Clock network drawn from the DEF:
(10 px per um)
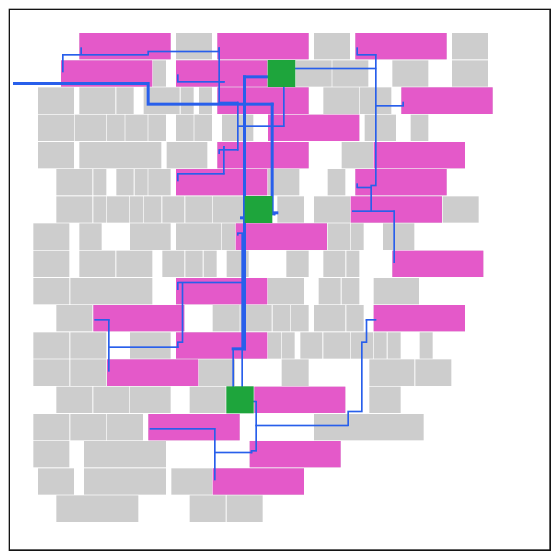
Selected gate families:
(4 px per um)
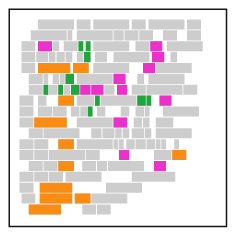
$ cat config.mk
export PLATFORM = sky130hd
export DESIGN_NAME = latch_bank_arbiter
export DESIGN_NICKNAME = d
export VERILOG_FILES = /design/src/rtl/latch_bank_arbiter.sv
export SDC_FILE = /design/constraint.sdc
export NUM_CORES = 1
export LEC_CHECK = 0
export CORE_MARGIN = 2
export CORE_UTILIZATION = 49
export CTS_CLUSTER_SIZE = 30
export DETAILED_ROUTE_END_ITERATION = 16
export PLACE_DENSITY = 0.92
export REMOVE_ABC_BUFFERS = 1
export SLEW_MARGIN = 20
export SYNTH_ARGS = -nofsm -noshare
export SYNTH_HDL_FRONTEND = slang
export SYNTH_SLANG_ARGS = --single-unit
$ cat constraint.sdc
create_clock -name clk -period 4.9 [get_ports clk]
set_input_delay 0.49 -clock clk [delete_from_list [all_inputs] [get_ports clk]]
set_output_delay 0.49 -clock clk [all_outputs]
set_load 0.01 [all_outputs]
$ cat src/rtl/latch_bank_arbiter.sv
// ---------------------------------------------------------------------------
// latch_bank_arbiter
//
// Round-robin controller that lets NREQ requesters share one WIDTH-bit
// storage register. A winner is picked in IDLE, the register is loaded with
// the winner's data slice in a single LOAD cycle (le pulse), the value is held
// frozen for HOLD cycles, and then the transfer is acknowledged. The ack stays
// high until the winner drops its request.
//
// Ports:
//   clk    in   system clock, rising edge
//   rst_n  in   asynchronous active-low reset
//   req    in   [NREQ]        level request per requester
//   din    in   [NREQ*WIDTH]  packed data, slice i = din[i*WIDTH +: WIDTH]
//   gnt    out  [NREQ]        one-hot grant (registered)
//   ack    out  [NREQ]        one-hot completion acknowledge (registered)
//   le     out                one-cycle load-enable pulse (registered)
//   q      out  [WIDTH]       stored value
//   owner  out  [log2 NREQ]   index of current / last granted requester
//   busy   out                high whenever the FSM is not in IDLE
// ---------------------------------------------------------------------------
module latch_bank_arbiter #(
    parameter int NREQ  = 4,
    parameter int WIDTH = 4,
    parameter int HOLD  = 2
) (
    input  logic                      clk,
    input  logic                      rst_n,
    input  logic [NREQ-1:0]           req,
    input  logic [NREQ*WIDTH-1:0]     din,
    output logic [NREQ-1:0]           gnt,
    output logic [NREQ-1:0]           ack,
    output logic                      le,
    output logic [WIDTH-1:0]          q,
    output logic [$clog2(NREQ)-1:0]   owner,
    output logic                      busy
);

    localparam int IW = $clog2(NREQ);
    // HOLD is limited to 0..15, so a 4-bit down-counter is enough.
    localparam int CW = 4;

    typedef enum logic [1:0] {
        S_IDLE    = 2'd0,
        S_LOAD    = 2'd1,
        S_HOLD    = 2'd2,
        S_RELEASE = 2'd3
    } state_e;

    state_e            state_q, state_d;
    logic [IW-1:0]     ptr_q, ptr_d;
    logic [IW-1:0]     owner_q, owner_d;
    logic [NREQ-1:0]   gnt_q, gnt_d;
    logic [NREQ-1:0]   ack_q, ack_d;
    logic              le_q, le_d;
    logic              busy_q, busy_d;
    logic [WIDTH-1:0]  q_q, q_d;
    logic [CW-1:0]     cnt_q, cnt_d;

    logic [IW-1:0]     win_idx;
    logic              req_w;
    logic [IW-1:0]     ptr_inc;
    logic [WIDTH-1:0]  din_w;

    // First set request bit found when scanning p, p+1, ... modulo NREQ.
    function automatic logic [IW-1:0] rr_pick(input logic [NREQ-1:0] r,
                                              input logic [IW-1:0]   p);
        logic [IW-1:0] pick;
        logic          found;
        int            idx;
        pick  = '0;
        found = 1'b0;
        for (int k = 0; k < NREQ; k++) begin
            idx = (int'(p) + k) % NREQ;
            if (!found && r[idx]) begin
                pick  = IW'(idx);
                found = 1'b1;
            end else begin
                pick  = pick;
                found = found;
            end
        end
        return pick;
    endfunction

    assign win_idx = rr_pick(req, ptr_q);
    assign req_w   = req[owner_q];
    assign din_w   = din[int'(owner_q)*WIDTH +: WIDTH];
    // Explicit wrap so non-power-of-two NREQ also returns to 0.
    assign ptr_inc = (owner_q == IW'(NREQ - 1)) ? '0 : owner_q + IW'(1);

    // Next-state and next-output logic of the transfer sequencer.
    always_comb begin
        state_d = state_q;
        ptr_d   = ptr_q;
        owner_d = owner_q;
        gnt_d   = gnt_q;
        ack_d   = ack_q;
        le_d    = 1'b0;
        busy_d  = busy_q;
        q_d     = q_q;
        cnt_d   = cnt_q;

        case (state_q)
            S_IDLE: begin
                if (|req) begin
                    state_d = S_LOAD;
                    owner_d = win_idx;
                    gnt_d   = {{(NREQ-1){1'b0}}, 1'b1} << win_idx;
                    le_d    = 1'b1;
                    busy_d  = 1'b1;
                end else begin
                    state_d = S_IDLE;
                end
            end

            S_LOAD: begin
                // The capture happens even when the request is withdrawn.
                q_d = din_w;
                if (!req_w) begin
                    state_d = S_IDLE;
                    gnt_d   = '0;
                    ack_d   = '0;
                    busy_d  = 1'b0;
                    ptr_d   = ptr_inc;
                end else if (HOLD > 0) begin
                    state_d = S_HOLD;
                    cnt_d   = CW'(HOLD - 1);
                end else begin
                    state_d = S_RELEASE;
                    ack_d   = gnt_q;
                end
            end

            S_HOLD: begin
                // A withdrawn request aborts the transfer before any ack.
                if (!req_w) begin
                    state_d = S_IDLE;
                    gnt_d   = '0;
                    ack_d   = '0;
                    busy_d  = 1'b0;
                    ptr_d   = ptr_inc;
                end else if (cnt_q == '0) begin
                    state_d = S_RELEASE;
                    ack_d   = gnt_q;
                end else begin
                    cnt_d   = cnt_q - CW'(1);
                end
            end

            S_RELEASE: begin
                if (!req_w) begin
                    state_d = S_IDLE;
                    gnt_d   = '0;
                    ack_d   = '0;
                    busy_d  = 1'b0;
                    ptr_d   = ptr_inc;
                end else begin
                    state_d = S_RELEASE;
                end
            end

            default: begin
                state_d = S_IDLE;
                gnt_d   = '0;
                ack_d   = '0;
                busy_d  = 1'b0;
            end
        endcase
    end

    // State and output registers with asynchronous clear.
    always_ff @(posedge clk or negedge rst_n) begin
        if (!rst_n) begin
            state_q <= S_IDLE;
            ptr_q   <= '0;
            owner_q <= '0;
            gnt_q   <= '0;
            ack_q   <= '0;
            le_q    <= 1'b0;
            busy_q  <= 1'b0;
            q_q     <= '0;
            cnt_q   <= '0;
        end else begin
            state_q <= state_d;
            ptr_q   <= ptr_d;
            owner_q <= owner_d;
            gnt_q   <= gnt_d;
            ack_q   <= ack_d;
            le_q    <= le_d;
            busy_q  <= busy_d;
            q_q     <= q_d;
            cnt_q   <= cnt_d;
        end
    end

    assign gnt   = gnt_q;
    assign ack   = ack_q;
    assign le    = le_q;
    assign q     = q_q;
    assign owner = owner_q;
    assign busy  = busy_q;

endmodule

==> run_results.csv <==
group,metric,value,unit
status,status,"completed",
synth,async_flop_share,100,%
critical_path,crit_path_max_fanout,11,
clock_network,cts_made_buffers,3,
synth,synth_cells,104,
global_route,grt_start_max_net_pins,25,
synth,synth_cell_types,33,
global_route,grt.total_usage,21.5,%
timing,finalHoldViolations,0,
timing,slew_headroom,58.3,%
floorplanning,fp.dieW,53.9,um
power,pwr_density_cell,605,nW/um2
synth,ys_sh_simple,14.5,%
timing,fin_worst_skew,0.00756,ns
timing,maxSlewViolCount,0,
place,placed_cells_incl_taps,166,
place,pre_cts_slack,2.47,ns
place,port_buffers,37,
global_route,grt_pass1_wl,4360,um
critical_path,reg2regPathDepth,4,
critical_path,crit_type,"register to register",
route,wire_per_inst,16.1,um
clock_network,path_clk_slew,0.13,ns
global_route,grt_remaining_overflow,0,
final_layout,num_antenna_cells,0,
final_layout,fin_cells,170,
final_layout,post-route-util,68.2,%
clock_network,cts-resized-gates,0,
timing,worstMarginPinSlew,0.624,ns
place,dpl_cell_area,1600,um2
timing,rsz0062_at_grt,"no",
power,p_total,0.993,mW
final_layout,final_nets,166,
global_route,antenna_found_initial,0,
synth,synth-seq-cells,24,
clock_network,insertion_delay,0.32,ns
timing,clock.fmax,466,MHz
critical_path,rrSetupSlack,2.76,ns
route,wirelength,2730,um
min_path,hold_class,"input pin to async pin",
synth,edf_count,0,
timing,setup_violations,0,
critical_path,cp-end-kind,"register",
synth,top_cell_area_share,49.1,%
route,viasPerCell,5.88,
synth,syn_area_per_cell,11.8,um2
floorplanning,core-area,2410,um2
timing,finalCriticalPeriod,2.14,ns
place,place.gp.congestion,0.769,
clock_network,cts_num_sinks,24,
synth,ys_sh_adder,3.07,%
run,cap_violations,0,
synth,yosys.area.top_type,"dfrtp_1",
synth,yosysWarningCount,0,
timing,fin_ws,2.76,ns
synth,synth_seq_share,49.1,%
floorplanning,fp_util,50.7,%
route,first_pass_iters,4,
synth,top_logic_kind,"multiplexers",
synth,ys_sh_mux,14.6,%
global_route,grt_pass1_vias,977,
clock_network,cts_tree,"yes",
synth,synthFlopType,"dfrtp_1",
clock_network,clockRootBuffer,"clkbuf_4",
floorplanning,pin_count,38,
synth,area_leaders,"dfrtp_1 (49%), mux4_2 (9.2%), a22o_1 (5.0%)",
power,vdd_drop_max,0.408,mV
floorplanning,die_h,53.9,um
synth,synth_chip_area,1220,um2
synth,yosys.area_share.xor_xnor,0,%
route,drc,0,
final_layout,fin_area,1640,um2
place,dp_hpwl,2200,um
route,vias,1000,
floorplanning,die-area,2910,um2
clock_network,htree_levels,1,
route,drt_iter0_drc,23,
critical_path,cp.arrival,2.38,ns
floorplanning,rows,18,
synth,yosysMostFrequentCell,"dfrtp_1",
power,leakage,0.725,nW
timing,finalClockPeriodUsage,43.8,%
final_layout,area_growth,34.4,%
critical_path,r2r-end,"gnt[2]$_DFFE_PN0P_",
route,antenna_left,0,
## Picture notes: 'clock network drawn from the DEF'
[green] clock drivers | count: 3
[magenta] flip-flops | count: 24
[blue] clock wires | length: 268 um
routed clock nets: 4

## Picture notes: 'selected gate families'
[orange] mux cells | cells: 11
[green] nand cells | cells: 11
[magenta] non-inverting ao/oa cells | cells: 12

cells by family after synthesis:
logic type	count (synthesis)
flops	24
simple gates	32
compound gates	24
buf+inv	10
mux	11
fa+ha+maj	3
registers in the layout, indices dropped and copies added, names as in the netlist:
signal   cells
ack          4
busy         1
cnt_q        4
gnt          4
le           1
owner        2
ptr_q        2
q            4
state_q      2
layout make-up:
class / instances / area, um2
fill: 164 / 767
sequential: 24 / 601
multi-input combinational: 70 / 568
timing repair buffer: 37 / 365
tap: 30 / 37.5
clock inverter: 1 / 30.0
clock buffer: 3 / 22.5
inverter: 5 / 18.8
power breakdown:
group | internal, mW | switching, mW
clock | 0.0828 | 0.0605
combinational | 0.262 | 0.221
sequential | 0.280 | 0.0863
total | 0.625 | 0.368
routing by layer:
| layer | global-route usage, % | wire length (um) | vias up | part of all wire (%) |
|---|---|---|---|---|
| li1 | - | - | 459 | - |
| met4 | 8.97 | 56 | 0 | 2.1 |
| met2 | 37.4 | 1440 | 42 | 53 |
| met1 | 25.2 | 1050 | 492 | 39 |
| met5 | 0 | 0 | - | 0 |
| met3 | 5.00 | 178 | 7 | 6.5 |
layout by cell type, fill, tap and decap left out, drive strengths merged, types with 2 or more instances in the layout:
cell type / Yosys / final
a21o: 3 / 3
clkbuf: 2 / 3
nor2: 4 / 4
a21oi: 3 / 3
a22o: 7 / 7
ha: 3 / 3
clkdlybuf4s50: 0 / 36
and2: 2 / 2
nor2b: 3 / 3
nand2: 7 / 7
mux2: 5 / 5
inv: 5 / 5
nor3: 3 / 3
nand2b: 3 / 3
or3: 2 / 2
o21ai: 6 / 6
nor4: 2 / 2
mux4: 5 / 5
dfrtp: 24 / 24
worst max-delay path, cell delays in order (launching register included):
cell     delay (ns)
dfrtp_1        0.63
mux4_2         0.67
or2_1          0.33
and2_4         0.20
a22o_1         0.22
Power is estimated from default activity; no workload was simulated.
